### Signal wires by layer

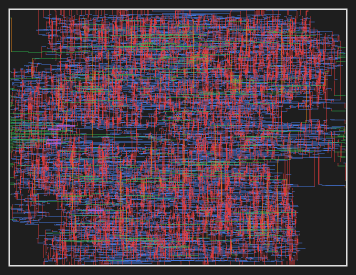
### Metal 2

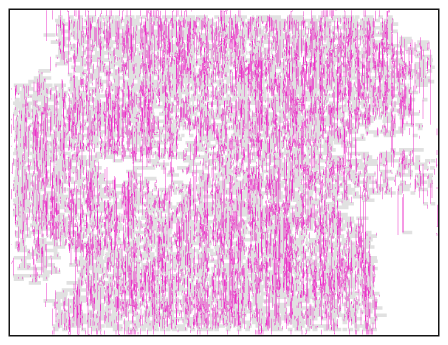
**src/rtl/golay24_dec_cand_metric_pkg.sv**
```systemverilog
// Golay(24,12) soft decoder: shared types and constants for the candidate-metric stage.
// Optional build macro GOLAY24_DEC_LLR_SYM_CLIP_EN is consumed by golay24_dec_cand_metric.
package golay24_dec_cand_metric_pkg;

    localparam int cDAT_W    = 24;
    localparam int cTREE_LAT = 3;
    localparam int cLLR_W    = 4;
    localparam int cMETRIC_W = cLLR_W + 6;
    localparam int cTAG_W    = 1;

    typedef logic [cDAT_W-1:0]           dat_t;
    typedef logic signed [cLLR_W-1:0]    llr_t;
    typedef logic signed [cMETRIC_W-1:0] metric_t;
    typedef logic [cTAG_W-1:0]           tag_t;

endpackage

```
**src/rtl/golay24_dec_metric_sum.sv**
```systemverilog
// 24-input two's-complement adder tree, 24->6->2->1, three register stages.
// Inputs must already be sign-extended to the result width.
module golay24_dec_metric_sum
    import golay24_dec_cand_metric_pkg::*;
#(
    parameter int pW = cMETRIC_W
)
(
    input  logic                     iclk,
    input  logic                     ireset,
    input  logic                     iclkena,
    input  logic [cDAT_W-1:0][pW-1:0] idat,
    output logic [pW-1:0]            osum
);

    logic [5:0][pW-1:0] s1;
    logic [1:0][pW-1:0] s2;

    always_ff @(posedge iclk or posedge ireset) begin
        if (ireset) begin
            s1   <= '0;
            s2   <= '0;
            osum <= '0;
        end else if (iclkena) begin
            for (int i = 0; i < 6; i++) begin
                s1[i] <= idat[4*i] + idat[4*i+1] + idat[4*i+2] + idat[4*i+3];
            end
            for (int i = 0; i < 2; i++) begin
                s2[i] <= s1[3*i] + s1[3*i+1] + s1[3*i+2];
            end
            osum <= s2[0] + s2[1];
        end
    end

endmodule

```
**src/rtl/golay24_dec_cand_metric.sv**
```systemverilog
// Golay(24,12) ML decoder candidate-metric stage: frame hard decision, channel and candidate metrics.
// Build macro GOLAY24_DEC_LLR_SYM_CLIP_EN clips the most negative LLR code at load.
module golay24_dec_cand_metric
    import golay24_dec_cand_metric_pkg::*;
#(
    parameter int pLLR_W = 4,
    parameter int pTAG_W = 1,
    localparam int cM_W  = pLLR_W + 6
)
(
    input  logic                   iclk,
    input  logic                   ireset,
    input  logic                   iclkena,
    input  logic                   iload,
    input  logic [24*pLLR_W-1:0]   illr,
    input  logic [pTAG_W-1:0]      iltag,
    output logic                   ordy,
    input  logic                   isop,
    input  logic                   ival,
    input  logic                   ieop,
    input  dat_t                   icand_dat,
    output logic                   osop,
    output logic                   oval,
    output logic                   oeop,
    output logic [pTAG_W-1:0]      otag,
    output dat_t                   och_hd,
    output logic [cM_W-1:0]        och_metric,
    output dat_t                   ocand_dat,
    output logic [cM_W-1:0]        ocand_metric
);

    localparam int cEXT = cM_W - pLLR_W;
    localparam logic [pLLR_W-1:0] cLLR_MIN = {1'b1, {(pLLR_W-1){1'b0}}};
    localparam logic [pLLR_W-1:0] cLLR_SYM = cLLR_MIN | pLLR_W'(1);

    logic [cDAT_W-1:0][pLLR_W-1:0] llr_in;
    logic [cDAT_W-1:0][pLLR_W-1:0] llr_q;
    logic [cDAT_W-1:0][cM_W-1:0]   ch_abs;
    logic [cDAT_W-1:0][cM_W-1:0]   cand_term;
    logic [cDAT_W-1:0][cM_W-1:0]   term_q;
    dat_t                          hd_q;
    logic [pTAG_W-1:0]             tag_q;
    logic [1:0]                    win_cnt;
    logic [cM_W-1:0]               ch_metric;
    logic                          acc;

    logic [cTREE_LAT:0]            val_p;
    logic [cTREE_LAT:0]            sop_p;
    logic [cTREE_LAT:0]            eop_p;
    dat_t                          hd_p  [cTREE_LAT+1];
    dat_t                          dat_p [cTREE_LAT+1];
    logic [pTAG_W-1:0]             tag_p [cTREE_LAT+1];
    logic [cM_W-1:0]               chm_p [cTREE_LAT+1];

    function automatic logic [cM_W-1:0] sext(input logic [pLLR_W-1:0] v);
        return {{cEXT{v[pLLR_W-1]}}, v};
    endfunction

    always_comb begin
        llr_in = illr;
`ifdef GOLAY24_DEC_LLR_SYM_CLIP_EN
        for (int i = 0; i < cDAT_W; i++) begin
            if (llr_in[i] == cLLR_MIN) llr_in[i] = cLLR_SYM;
        end
`endif
    end

    // Extend before negating so the most negative code still negates exactly
    always_comb begin
        ch_abs    = '0;
        cand_term = '0;
        for (int i = 0; i < cDAT_W; i++) begin
            ch_abs[i]    = llr_q[i][pLLR_W-1] ? -sext(llr_q[i]) : sext(llr_q[i]);
            cand_term[i] = icand_dat[i]       ? -sext(llr_q[i]) : sext(llr_q[i]);
        end
    end

    assign acc = ival & ordy;

    always_ff @(posedge iclk or posedge ireset) begin
        if (ireset) begin
            llr_q   <= '0;
            hd_q    <= '0;
            tag_q   <= '0;
            win_cnt <= '0;
            ordy    <= 1'b0;
        end else if (iclkena) begin
            if (iload) begin
                llr_q   <= llr_in;
                tag_q   <= iltag;
                win_cnt <= 2'(cTREE_LAT);
                ordy    <= 1'b0;
                for (int i = 0; i < cDAT_W; i++) begin
                    hd_q[i] <= llr_in[i][pLLR_W-1];
                end
            end else if (win_cnt != 2'd0) begin
                win_cnt <= win_cnt - 2'd1;
                ordy    <= (win_cnt == 2'd1);
            end
        end
    end

    golay24_dec_metric_sum #(.pW(cM_W)) u_ch_sum (
        .iclk    (iclk),
        .ireset  (ireset),
        .iclkena (iclkena),
        .idat    (ch_abs),
        .osum    (ch_metric)
    );

    // Side fields ride alongside the candidate tree, so a reload never touches them
    always_ff @(posedge iclk or posedge ireset) begin
        if (ireset) begin
            term_q <= '0;
            val_p  <= '0;
            sop_p  <= '0;
            eop_p  <= '0;
            for (int k = 0; k <= cTREE_LAT; k++) begin
                hd_p[k]  <= '0;
                dat_p[k] <= '0;
                tag_p[k] <= '0;
                chm_p[k] <= '0;
            end
        end else if (iclkena) begin
            term_q   <= cand_term;
            val_p    <= {val_p[cTREE_LAT-1:0], acc};
            sop_p    <= {sop_p[cTREE_LAT-1:0], isop & acc};
            eop_p    <= {eop_p[cTREE_LAT-1:0], ieop & acc};
            hd_p[0]  <= hd_q;
            dat_p[0] <= icand_dat;
            tag_p[0] <= tag_q;
            chm_p[0] <= ch_metric;
            for (int k = 1; k <= cTREE_LAT; k++) begin
                hd_p[k]  <= hd_p[k-1];
                dat_p[k] <= dat_p[k-1];
                tag_p[k] <= tag_p[k-1];
                chm_p[k] <= chm_p[k-1];
            end
        end
    end

    golay24_dec_metric_sum #(.pW(cM_W)) u_cand_sum (
        .iclk    (iclk),
        .ireset  (ireset),
        .iclkena (iclkena),
        .idat    (term_q),
        .osum    (ocand_metric)
    );

    assign oval       = val_p[cTREE_LAT];
    assign osop       = sop_p[cTREE_LAT];
    assign oeop       = eop_p[cTREE_LAT];
    assign otag       = tag_p[cTREE_LAT];
    assign och_hd     = hd_p[cTREE_LAT];
    assign ocand_dat  = dat_p[cTREE_LAT];
    assign och_metric = chm_p[cTREE_LAT];

endmodule

```
**config.mk**
```make
export PLATFORM = sky130hd
export DESIGN_NAME = golay24_dec_cand_metric
export DESIGN_NICKNAME = d
export VERILOG_FILES = /design/src/rtl/golay24_dec_cand_metric_pkg.sv /design/src/rtl/golay24_dec_metric_sum.sv /design/src/rtl/golay24_dec_cand_metric.sv
export SDC_FILE = /design/constraint.sdc
export NUM_CORES = 2
export LEC_CHECK = 0
export CAP_MARGIN = 20
export CORE_AREA = 2 2 322 244
export DETAILED_ROUTE_END_ITERATION = 10
export DIE_AREA = 0 0 324 246
export PLACE_DENSITY = 0.81
export SYNTH_ARGS = -nofsm -noshare
export SYNTH_HDL_FRONTEND = slang
export SYNTH_HIERARCHICAL = 1
export SYNTH_SLANG_ARGS = --single-unit
```
**constraint.sdc**
```tcl
create_clock -name iclk -period 23.4 [get_ports iclk]
set_input_delay 5.85 -clock iclk [delete_from_list [all_inputs] [get_ports iclk]]
set_output_delay 5.85 -clock iclk [all_outputs]
set_load 0.005 [all_outputs]
```
==> flow_summary.json <==
{
  "outcome": "finished, final reports clean",
  "top_area_cell": "dfrtp_1",
  "cts.sinks": 744,
  "finalWirelength_mm": 101,
  "highest_layer": "met5",
  "comb_area_um2": 24600,
  "yosysWarnings": 6,
  "clockBufferDepth": 3,
  "p_per_area_nw_per_um2": 142,
  "most_common_cell": "dfrtp_1",
  "p_seq_w": 0.00202,
  "crit_arrival_ns": 10.04,
  "syn2layout_area_growth_pct": 10.6,
  "ys_sh_simple": 0.0632,
  "dr_wl_met3_mm": 6.01,
  "logic_family": "adder cells",
  "worst_slew_pin_slew_ns": 1.16,
  "gp_congestion": 0.892,
  "dp_slack_ns": 13.28,
  "synth.distinct_cells": 59,
  "async_reset_ff_frac": 1.00,
  "comb_area_share": 0.471,
  "max_slew_margin": 0.227,
  "grt_overflow_total": 0,
  "dr_total_vias": 29725,
  "hold_viol_final": 0,
  "cts_resized": 0,
  "fp_util": 0.616,
  "met2_usage": 0.376,
  "post_cts_buffers": 0,
  "synth_xor_xnor_area_share": 0.0424,
  "clkTransAtPathRegs_ns": 0.06,
  "postSynthSeqShare": 0.395,
  "tap_cells": 1035,
  "viasPerCell": 5.47,
  "antenna_found_initial": 8,
  "sw_frac_of_total": 0.400,
  "top_cells_by_count": "744 x dfrtp_1, 741 x inv_1, 544 x mux2_2",
  "min_to": "ocand_dat[16]",
  "grt_max_degree": 205,
  "p_leak_nw": 24.7,
  "synth-cells-yosys": 4255,
  "ys.flops": 744,
  "r2r-end": "u_ch_sum/s1[29]",
  "port_buffers": 200,
  "max_freq_mhz": 105,
  "cts_buffers": 76,
  "root_buffer": "clkbuf_16",
  "core_area_um2": 76500,
  "htreeDepth": 3,
  "drive_above_1_share": 0.177,
  "synth-edff-count": 0,
  "non_clock_inverter_count": 742,
  "yosysTopAreaCellShare": 0.395,
  "setup.worst_path.end": "ocand_dat[1]",
  "adder_share": 0.197,
  "grt_pass1_wl_mm": 165,
  "power.clock.fraction": 0.179,
  "synthCells": 4255,
  "wl_met1_mm": 50.5,
  "avgSynthCellArea_um2": 11.1,
  "fp_nets": 4969,
  "fp.dieW_um": 324,
  "hold_class": "reg2reg",
  "logic_gate_count": 2563,
  "dp_hpwl_mm": 74.3,
  "setup-tns-final_ns": 0,
  "nFillCells": 5534,
  "drv_slew": 0,
  "reg2reg_from": "llr_q[36]",
  "clock_tree_area_fraction": 0.0517,
  "drtIter0Drc": 2426,
  "route.detailed.wl_per_inst_um": 18.6,
  "ys_chip_area_um2": 47200,
  "start_kind": "input port",
  "synthFlopType": "dfrtp_1",
  "skew_ns": 0.0180
}
Notes on 'Signal wires by layer' above:
Blue stands for met1, wire length 50.5 mm. Green stands for met3, wire length 6010 um. Red stands for met2, wire length 43.0 mm. Orange stands for met4, wire length 1410 um. Purple stands for met5, wire length 66.2 um.

Notes on 'Metal 2' above:
The layer carries 43.0 mm of wire. The layer holds 43% of the routed length.

==> flip-flops by register name (all words and copies together) (netlist names), 2 cells and up <==
| name | flops |
|---|---|
| chm_p | 30 |
| dat_p | 72 |
| eop_p | 4 |
| hd_p | 72 |
| hd_q | 23 |
| llr_q | 73 |
| ocand_dat | 24 |
| och_hd | 24 |
| och_metric | 10 |
| sop_p | 4 |
| tag_p | 3 |
| term_q | 216 |
| u_cand_sum/osum | 10 |
| u_cand_sum/s1 | 60 |
| u_cand_sum/s2 | 20 |
| u_ch_sum/osum | 10 |
| u_ch_sum/s1 | 60 |
| u_ch_sum/s2 | 20 |
| val_p | 4 |
| win_cnt | 2 |
==> worst max-delay path, stage by stage <==
cell,delay (ns)
buf_8,0.38
buf_4,0.69
buf_4,0.74
buf_4,0.82
buf_4,0.89
mux2_2,0.42
==> cells in the final DEF, fill, tap and decap left out, types with 13 or more instances in the layout <==
cell / n
nor2b_1: 61
clkbuf_16: 78
bufinv_16: 13
xnor2_1: 212
o21ai_0: 85
inv_1: 738
a21o_1: 37
clkinv_2: 15
nor2_1: 211
mux2_4: 31
xor2_1: 16
fa_1: 258
a31oi_1: 17
mux2i_1: 26
nand2_1: 88
clkdlybuf4s50_1: 199
or3_1: 36
o21bai_1: 14
nor4_1: 21
nor3_1: 45
mux2_2: 544
and2_1: 60
nand2b_1: 24
dfrtp_1: 744
a21oi_1: 314
ha_1: 328
==> through the flow <==
step                instances  hold WS, ns  utilization  total power [W]  instance area [um2]
floorplan                4255        0.446            -          0.00494                47200
global placement         5298        0.477        0.646          0.00587                49400
detailed placement       5298        0.483        0.646          0.00601                49400
CTS                      5432        0.496        0.681          0.00740                52100
global route             5433        0.517        0.681          0.00796                52100
finish                   5434        0.487        0.681          0.00739                52200
Power is estimated from default activity; no workload was simulated.
